Fig. 1: run 1, gate-type map
Scale bar: 50 um.
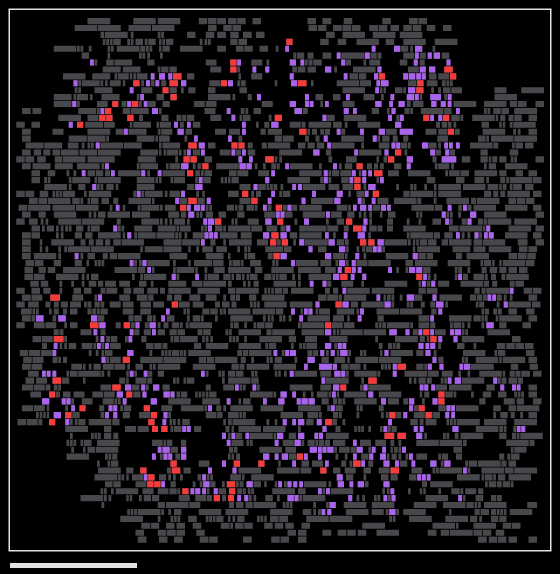
Fig. 2: run 1, ports around the boundary
Pins as bars across the die edge, other pins in gray.
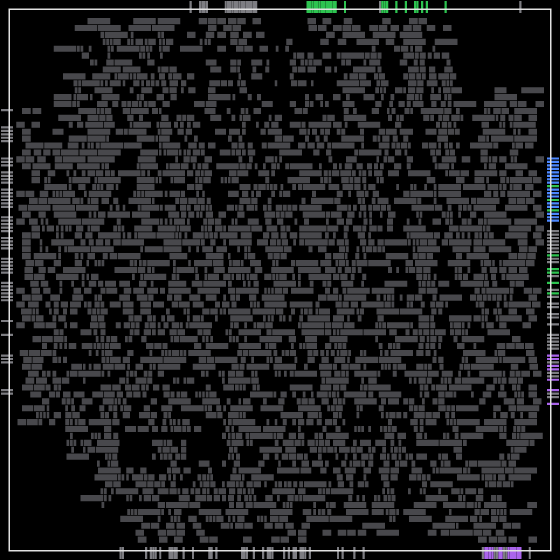
Fig. 3: run 1, routed metal, one color a layer
Only two layers are drawn.
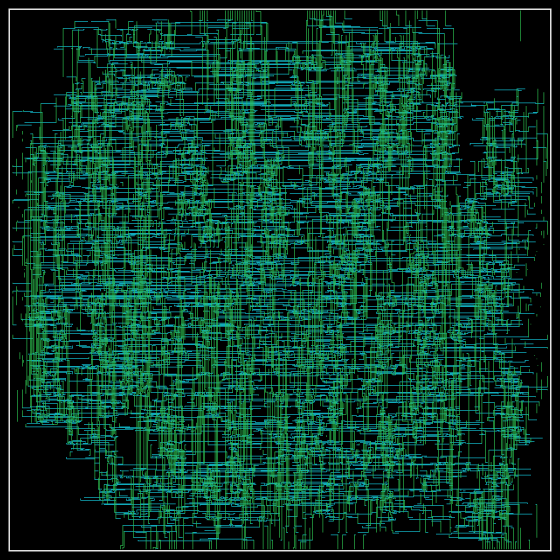
$ cat src/rtl/fract_render_sched_pkg.sv
// rtl/fract_render_sched_pkg.sv - shared state encoding, fixed-point format and view snapshot type
package fract_render_sched_pkg;

    // Fixed-point split shared with the iteration core (signed Q4.28)
    localparam int FX_INT_BITS  = 4;
    localparam int FX_FRAC_BITS = 28;
    localparam int FX_WIDTH     = FX_INT_BITS + FX_FRAC_BITS;

    typedef enum logic [2:0] {
        ST_SETUP = 3'd0,
        ST_ISSUE = 3'd1,
        ST_WAIT  = 3'd2,
        ST_WRITE = 3'd3,
        ST_IDLE  = 3'd4
    } state_t;

    // Pan/zoom view as written by the CPU; compared as a whole to detect changes
    typedef struct packed {
        logic [FX_WIDTH-1:0] centerx;
        logic [FX_WIDTH-1:0] centery;
        logic [FX_WIDTH-1:0] zoom;
    } view_t;

    // Coordinate of the first pixel on an axis: center minus half the span, wrapping mod 2^32
    function automatic logic [FX_WIDTH-1:0] fx_origin(
        input logic [FX_WIDTH-1:0] center,
        input logic [FX_WIDTH-1:0] step,
        input int unsigned         half
    );
        return center - step * FX_WIDTH'(half);
    endfunction

endpackage

$ cat src/rtl/fract_render_sched_if.sv
// rtl/fract_render_sched_if.sv - params, iteration-core and frame-memory signals of the scheduler
interface fract_render_sched_if #(
    parameter int ADDR_W = 19
);
    import fract_render_sched_pkg::*;

    logic [FX_WIDTH-1:0] centerx;
    logic [FX_WIDTH-1:0] centery;
    logic [FX_WIDTH-1:0] zoom;
    logic                core_start;
    logic [FX_WIDTH-1:0] core_cx;
    logic [FX_WIDTH-1:0] core_cy;
    logic                core_done;
    logic                core_pixel;
    logic                write;
    logic                write_pixel;
    logic [ADDR_W-1:0]   write_addr;
    logic                busy;
    logic [15:0]         frame_count;

    modport master (
        output centerx, centery, zoom, core_done, core_pixel,
        input  core_start, core_cx, core_cy, write, write_pixel, write_addr, busy, frame_count
    );

    modport slave (
        input  centerx, centery, zoom, core_done, core_pixel,
        output core_start, core_cx, core_cy, write, write_pixel, write_addr, busy, frame_count
    );

endinterface

$ cat src/rtl/fract_coord_stepper.sv
// rtl/fract_coord_stepper.sv - incremental per-pixel complex coordinate and linear address generator
module fract_coord_stepper
    import fract_render_sched_pkg::*;
#(
    parameter int H_RES  = 640,
    parameter int V_RES  = 480,
    parameter int ADDR_W = 19
) (
    input  logic                clk,
    input  logic                rst,
    input  logic                i_load,
    input  logic                i_step,
    input  logic [FX_WIDTH-1:0] i_centerx,
    input  logic [FX_WIDTH-1:0] i_centery,
    input  logic [FX_WIDTH-1:0] i_zoom,
    input  logic [FX_WIDTH-1:0] i_step_zoom,
    output logic [FX_WIDTH-1:0] o_cx,
    output logic [FX_WIDTH-1:0] o_cy,
    output logic [ADDR_W-1:0]   o_addr,
    output logic                o_last
);

    localparam int                COL_W     = (H_RES > 1) ? $clog2(H_RES) : 1;
    localparam logic [COL_W-1:0]  COL_LAST  = COL_W'(H_RES - 1);
    localparam logic [ADDR_W-1:0] ADDR_LAST = ADDR_W'(H_RES * V_RES - 1);

    logic [FX_WIDTH-1:0] r_x0;
    logic [FX_WIDTH-1:0] r_cx;
    logic [FX_WIDTH-1:0] r_cy;
    logic [COL_W-1:0]    r_col;
    logic [ADDR_W-1:0]   r_addr;

    // Load the frame origin, or walk one pixel right (wrapping to the next row)
    always_ff @(posedge clk or posedge rst) begin
        if (rst) begin
            r_x0   <= '0;
            r_cx   <= '0;
            r_cy   <= '0;
            r_col  <= '0;
            r_addr <= '0;
        end else if (i_load) begin
            r_x0   <= fx_origin(i_centerx, i_zoom, H_RES / 2);
            r_cx   <= fx_origin(i_centerx, i_zoom, H_RES / 2);
            r_cy   <= fx_origin(i_centery, i_zoom, V_RES / 2);
            r_col  <= '0;
            r_addr <= '0;
        end else if (i_step) begin
            if (r_col == COL_LAST) begin
                r_col <= '0;
                r_cx  <= r_x0;
                r_cy  <= r_cy + i_step_zoom;
            end else begin
                r_col <= r_col + 1'b1;
                r_cx  <= r_cx + i_step_zoom;
            end
            r_addr <= r_addr + 1'b1;
        end
    end

    assign o_cx   = r_cx;
    assign o_cy   = r_cy;
    assign o_addr = r_addr;
    assign o_last = (r_addr == ADDR_LAST);

endmodule

$ cat src/rtl/fract_render_sched.sv
// rtl/fract_render_sched.sv - frame scheduler driving the iteration core and fractmem writes
module fract_render_sched
    import fract_render_sched_pkg::*;
#(
    parameter int H_RES  = 640,
    parameter int V_RES  = 480,
    parameter int ADDR_W = 19
) (
    input  logic               clk,
    input  logic               rst,
    fract_render_sched_if.slave bus
);

    state_t        r_state;
    state_t        w_state_nxt;
    view_t         r_snap;
    view_t         w_live;
    logic          w_diff;
    logic          r_restart;
    logic          w_load;
    logic          w_step;
    logic          w_start_nxt;
    logic          w_write_nxt;
    logic          w_last;
    logic          r_core_start;
    logic          r_write;
    logic          r_write_pixel;
    logic          r_busy;
    logic [15:0]   r_frame_count;
    logic [FX_WIDTH-1:0] w_cx;
    logic [FX_WIDTH-1:0] w_cy;
    logic [ADDR_W-1:0]   w_addr;

    assign w_live = {bus.centerx, bus.centery, bus.zoom};
    assign w_diff = (w_live != r_snap);

    fract_coord_stepper #(
        .H_RES  (H_RES),
        .V_RES  (V_RES),
        .ADDR_W (ADDR_W)
    ) u_stepper (
        .clk         (clk),
        .rst         (rst),
        .i_load      (w_load),
        .i_step      (w_step),
        .i_centerx   (bus.centerx),
        .i_centery   (bus.centery),
        .i_zoom      (bus.zoom),
        .i_step_zoom (r_snap.zoom),
        .o_cx        (w_cx),
        .o_cy        (w_cy),
        .o_addr      (w_addr),
        .o_last      (w_last)
    );

    // State register; reset lands in SETUP so a frame starts on its own
    always_ff @(posedge clk or posedge rst) begin
        if (rst) r_state <= ST_SETUP;
        else     r_state <= w_state_nxt;
    end

    // Next state plus the decisions that get registered into the strobes
    always_comb begin
        w_state_nxt = r_state;
        w_load      = 1'b0;
        w_step      = 1'b0;
        w_start_nxt = 1'b0;
        w_write_nxt = 1'b0;
        case (r_state)
            ST_SETUP: begin
                w_load      = 1'b1;
                w_state_nxt = ST_ISSUE;
            end
            ST_ISSUE: begin
                if (w_diff || r_restart) begin
                    w_state_nxt = ST_SETUP;
                end else begin
                    w_start_nxt = 1'b1;
                    w_state_nxt = ST_WAIT;
                end
            end
            ST_WAIT: begin
                if (bus.core_done) begin
                    if (w_diff || r_restart) begin
                        w_state_nxt = ST_SETUP;
                    end else begin
                        w_write_nxt = 1'b1;
                        w_state_nxt = ST_WRITE;
                    end
                end
            end
            ST_WRITE: begin
                if (w_last) begin
                    w_state_nxt = ST_IDLE;
                end else begin
                    w_step      = 1'b1;
                    w_state_nxt = ST_ISSUE;
                end
            end
            ST_IDLE: begin
                if (w_diff) w_state_nxt = ST_SETUP;
            end
            default: w_state_nxt = ST_SETUP;
        endcase
    end

    // Registered strobes, view snapshot, sticky restart flag and frame status
    always_ff @(posedge clk or posedge rst) begin
        if (rst) begin
            r_core_start  <= 1'b0;
            r_write       <= 1'b0;
            r_write_pixel <= 1'b0;
            r_busy        <= 1'b1;
            r_frame_count <= '0;
            r_snap        <= '0;
            r_restart     <= 1'b0;
        end else begin
            r_core_start <= w_start_nxt;
            r_write      <= w_write_nxt;
            if (w_write_nxt) r_write_pixel <= bus.core_pixel;
            if (r_state == ST_SETUP) begin
                r_snap    <= w_live;
                r_restart <= 1'b0;
            end else if (w_diff && r_state != ST_IDLE) begin
                r_restart <= 1'b1;
            end
            if (r_state == ST_WRITE && w_last) begin
                r_frame_count <= r_frame_count + 16'd1;
                r_busy        <= 1'b0;
            end
            if (r_state == ST_IDLE && w_diff) r_busy <= 1'b1;
        end
    end

    assign bus.core_start  = r_core_start;
    assign bus.core_cx     = w_cx;
    assign bus.core_cy     = w_cy;
    assign bus.write       = r_write;
    assign bus.write_pixel = r_write_pixel;
    assign bus.write_addr  = w_addr;
    assign bus.busy        = r_busy;
    assign bus.frame_count = r_frame_count;

endmodule

$ cat src/flat_wrapper.sv
// flat-port wrapper written by rule: the top's interface ports become plain ports
module fract_render_sched_flat import fract_render_sched_pkg::*;
#(
    parameter int H_RES  = 640,
    parameter int V_RES  = 480,
    parameter int ADDR_W = 19
)
  (clk, rst, bus_centerx, bus_centery, bus_zoom, bus_core_done, bus_core_pixel, bus_core_start, bus_core_cx, bus_core_cy, bus_write, bus_write_pixel, bus_write_addr, bus_busy, bus_frame_count);
  fract_render_sched_if #(.ADDR_W(ADDR_W)) bus_i ();
  input  logic clk;
  input  logic rst;
  input wire logic [$bits(bus_i.centerx)-1:0] bus_centerx;
  input wire logic [$bits(bus_i.centery)-1:0] bus_centery;
  input wire logic [$bits(bus_i.zoom)-1:0] bus_zoom;
  input wire logic [$bits(bus_i.core_done)-1:0] bus_core_done;
  input wire logic [$bits(bus_i.core_pixel)-1:0] bus_core_pixel;
  output wire logic [$bits(bus_i.core_start)-1:0] bus_core_start;
  output wire logic [$bits(bus_i.core_cx)-1:0] bus_core_cx;
  output wire logic [$bits(bus_i.core_cy)-1:0] bus_core_cy;
  output wire logic [$bits(bus_i.write)-1:0] bus_write;
  output wire logic [$bits(bus_i.write_pixel)-1:0] bus_write_pixel;
  output wire logic [$bits(bus_i.write_addr)-1:0] bus_write_addr;
  output wire logic [$bits(bus_i.busy)-1:0] bus_busy;
  output wire logic [$bits(bus_i.frame_count)-1:0] bus_frame_count;
  assign bus_i.centerx = bus_centerx;
  assign bus_i.centery = bus_centery;
  assign bus_i.zoom = bus_zoom;
  assign bus_i.core_done = bus_core_done;
  assign bus_i.core_pixel = bus_core_pixel;
  assign bus_core_start = bus_i.core_start;
  assign bus_core_cx = bus_i.core_cx;
  assign bus_core_cy = bus_i.core_cy;
  assign bus_write = bus_i.write;
  assign bus_write_pixel = bus_i.write_pixel;
  assign bus_write_addr = bus_i.write_addr;
  assign bus_busy = bus_i.busy;
  assign bus_frame_count = bus_i.frame_count;
  fract_render_sched #(.H_RES(H_RES), .V_RES(V_RES), .ADDR_W(ADDR_W)) u_core (.clk(clk), .rst(rst), .bus(bus_i));
endmodule
$ cat config.mk
export PLATFORM = sky130hd
export DESIGN_NAME = fract_render_sched_flat
export DESIGN_NICKNAME = d
export VERILOG_FILES = /design/src/rtl/fract_render_sched_pkg.sv /design/src/rtl/fract_render_sched_if.sv /design/src/rtl/fract_coord_stepper.sv /design/src/rtl/fract_render_sched.sv /design/src/flat_wrapper.sv
export SDC_FILE = /design/constraint.sdc
export NUM_CORES = 1
export LEC_CHECK = 0
export ABC_CLOCK_PERIOD_IN_PS = 14720
export CORE_MARGIN = 2
export CORE_UTILIZATION = 46
export DETAILED_ROUTE_END_ITERATION = 7
export PLACE_DENSITY = 0.67
export SETUP_SLACK_MARGIN = 0.05
export SLEW_MARGIN = 25
export SYNTH_ARGS = -nofsm -noshare
export SYNTH_HDL_FRONTEND = slang
export SYNTH_SLANG_ARGS = --single-unit
$ cat constraint.sdc
create_clock -name clk -period 14.72 [get_ports clk]
set_input_delay 3.68 -clock clk [delete_from_list [all_inputs] [get_ports clk]]
set_output_delay 3.68 -clock clk [all_outputs]
set_load 0.05 [all_outputs]
==> impl_metrics.json, run 1 <==
{
  "status": "complete, no violations",
  "slew_headroom_pct": 37.2,
  "cts_sinks": 239,
  "crit_slowest_cell": "clkdlybuf4s50_1",
  "antennaDiodeCount": 0,
  "power_mw": 4.07,
  "leakagePower_nw": 10.7,
  "fin_tns_setup_ns": 0,
  "post-cts-setup-buffers": 0,
  "dp_hpwl_um": 53000,
  "finalMaxSlewViolations": 0,
  "mostFrequentLayoutCells": "448 x nand2_1, 238 x dfrtp_1, 202 x clkdlybuf4s50_1",
  "grt_max_degree": 121,
  "worst-path-buf-inv": 3,
  "path_max_fanout": 7,
  "syn_avg_cell_area_um2": 8.44,
  "warning_count": 29,
  "top_cells_by_area": "dfrtp_1 30%, ha_1 12%, nand2_1 8.4%",
  "setup_violations": 0,
  "io_pins": 203,
  "root_buffer": "clkbuf_16",
  "grt_busiest_layer": "met2",
  "track_usage_pct": 30.2,
  "mux_area_share_pct": 0.513,
  "holdWs_ns": 0.465,
  "met2_usage_pct": 47.3,
  "edf_count": 0,
  "post_cts_resized": 0,
  "drive_gt1_share_pct": 3.54,
  "vias": 18064,
  "insertion_delay_ns": 0.60,
  "worst_ir_drop_vdd_uv": 102,
  "topCombFamilyByArea": "simple AND/OR/NAND/NOR gates",
  "routed-wl-met3_um": 4940,
  "antenna_found_initial": 1,
  "route.met2.wl_um": 29800,
  "hold_viol_final": 0,
  "ys_warn_count": 0,
  "ys_seq_share_pct": 29.9,
  "fin_skew_ns": 0.0144,
  "die_w_um": 212,
  "ys_chip_area_um2": 20000,
  "drtPass1Iterations": 8,
  "hp-class": "register to register",
  "max_stage_delay_ns": 0.77,
  "synth-cells-yosys": 2368,
  "top_cells_by_count": "448 x nand2_1, 238 x dfrtp_1, 189 x ha_1, 170 x a21oi_1, 165 x o21ai_0"
}
## Picture notes: Fig. 1
purple -> aoi and oai cells  # cells 477, most used a21oi_1
red -> non-inverting ao/oa cells  # cells 110, most used a21o_1
Comb/total area: 56.4%
Top cell excl fill/tap: nand2_1
Non-Filler Instances: 3157

## Picture notes: Fig. 2
blue -> bus_frame_count  # pins 16, direction output, edge east
purple -> bus_write_addr  # pins 19, direction output, edge 12 south, 7 east
green -> bus_core_cy  # pins 32, direction output, edge 24 north, 8 east

## Picture notes: Fig. 3
green -> M2  # wire length 29.8 mm
cyan -> M1  # wire length 29.9 mm
final wirelength: 67600 um
Wirelength per Cell: 21.4 um

==> run 1: report_power, final <==
part / internal (mW) / leakage (nW) / switching [mW] / total (mW)
combinational: 0.934 / 7.24 / 1.44 / 2.37
clock: 0.459 / 0.521 / 0.317 / 0.776
sequential: 0.787 / 2.89 / 0.133 / 0.920
==> run 1: logic make-up after synthesis <==
logic type      after synthesis
flops                       239
compound gates              587
xor+xnor                    263
buf+inv                     181
simple gates                845
fa+ha+maj                   243
mux                          10
==> run 1: cell type report <==
class                   instances  area, um^2  share of cell area [%]
inverters                     116         443                    1.88
clock buffers                  43         900                    3.81
well taps                     585         732                    3.10
multi-input cells            1948       13300                    56.4
repair buffers                213        2100                    8.92
clock inverters                13         134                   0.567
flip-flops and latches        239        5980                    25.4
Fig. 4: run 1, sequential cells colored by netlist name
Scale bar: 50 um. Other sequential cells in the stronger gray, the rest of the logic in the fainter gray.
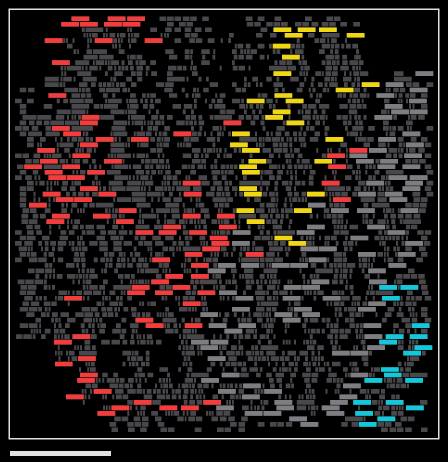

## Run 2: what changed since run 1
ABC_CLOCK_PERIOD_IN_PS = 7500   (was 14720)
PLACE_DENSITY = 0.69   (was 0.67)
clock period = 7.5 ns   (was 14.72 ns; I/O delays follow)
Fig. 5: run 2, sequential cells colored by netlist name
Scale bar: 50 um. Other sequential cells in the stronger gray, the rest of the logic in the fainter gray.
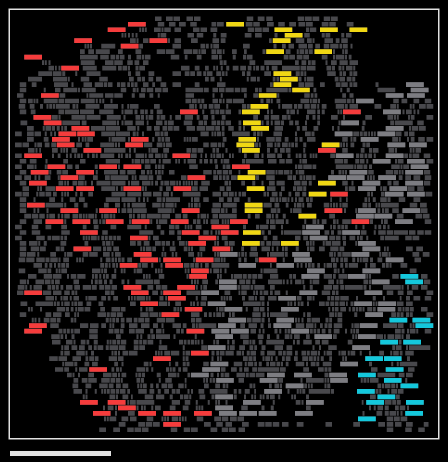
cyan -> u_core.u_stepper.o_addr  # placed flops 19, where south-east
red -> u_core.r_snap  # placed flops 90
yellow -> u_core.u_stepper.o_cy  # placed flops 32
not colored = 98
storage element area: 5980 um^2
flop share of the area: 24.9%
seq pwr: 1.81 mW
final core utilization: 55.8%

==> run 2 against run 1 <==
Net effect:
- register-to-register slack got worse by 7.1 ns
- first-iteration DRC count fell by 5.4%
- synthesized cell count unchanged
==> impl_metrics.json, run 2 <==
{
  "worst-path-buf-inv": 3,
  "largest_class": "combinational gates",
  "fin_skew_ns": 0.0163,
  "power.internal_mw": 4.40,
  "insertion_delay_ns": 0.59,
  "slew_headroom_pct": 42.1,
  "path_max_fanout": 3,
  "holdWs_ns": 0.467,
  "mostFrequentLayoutCells": "448 x nand2_1, 238 x dfrtp_1, 202 x clkdlybuf4s50_1",
  "final-comb-area_um2": 13300,
  "synth-cells-yosys": 2368,
  "comb_cells": 1948,
  "p_clk_mw": 1.56,
  "stdcell_count": 3204,
  "sh_comb_area_pct": 55.4,
  "layout.cells.most_common": "nand2_1",
  "seq_power_share_pct": 22.4,
  "hp-class": "register to register",
  "swShare_pct": 45.7,
  "worst_ir_drop_vdd_uv": 212,
  "antenna_found_initial": 1,
  "grt_max_degree": 181,
  "finalMaxSlewViolations": 0,
  "antennaDiodeCount": 2,
  "root_buffer": "clkbuf_16",
  "power_frac_comb_pct": 58.4,
  "flops": 239,
  "ys_warn_count": 0,
  "hold_viol_final": 0,
  "io_pins": 203,
  "post-cts-setup-buffers": 0,
  "clkCellAreaFrac_pct": 4.37,
  "status": "complete, no violations",
  "maxPowerGroup": "combinational logic",
  "power_frac_clock_pct": 19.2,
  "die_w_um": 212,
  "top_cells_by_count": "448 x nand2_1, 238 x dfrtp_1, 189 x ha_1, 170 x a21oi_1, 165 x o21ai_0",
  "track_usage_pct": 29.9
}
-- run 2: cell families after synthesis --
group / Yosys count / share of synthesized area, %
AND-OR/OR-AND: 587 / 18.3
XOR/XNOR: 263 / 11.5
adder cells (fa/ha/maj): 243 / 17.2
buffers and inverters: 181 / 3.59
flip-flops: 239 / 29.9
multiplexers: 10 / 0.513
AND/OR/NAND/NOR: 845 / 18.9
-- run 2: through the flow --
stage               total power, mW  util [%]
floorplan                      5.07         -
global placement               6.40      53.4
detailed placement             6.48      53.4
CTS                            8.06      55.8
global route                   8.65      55.8
finish                         8.11      55.8
-- run 2: per-layer routing --
metal | part of all wire (%) | routed length (um) | GRT usage (%)
met4 | 4.7 | 3140 | 12.0
met1 | 44 | 29200 | 41.3
met2 | 44 | 29600 | 46.9
met5 | 0 | 0 | 0
met3 | 7.7 | 5180 | 4.62
Power is estimated from default activity; no workload was simulated.
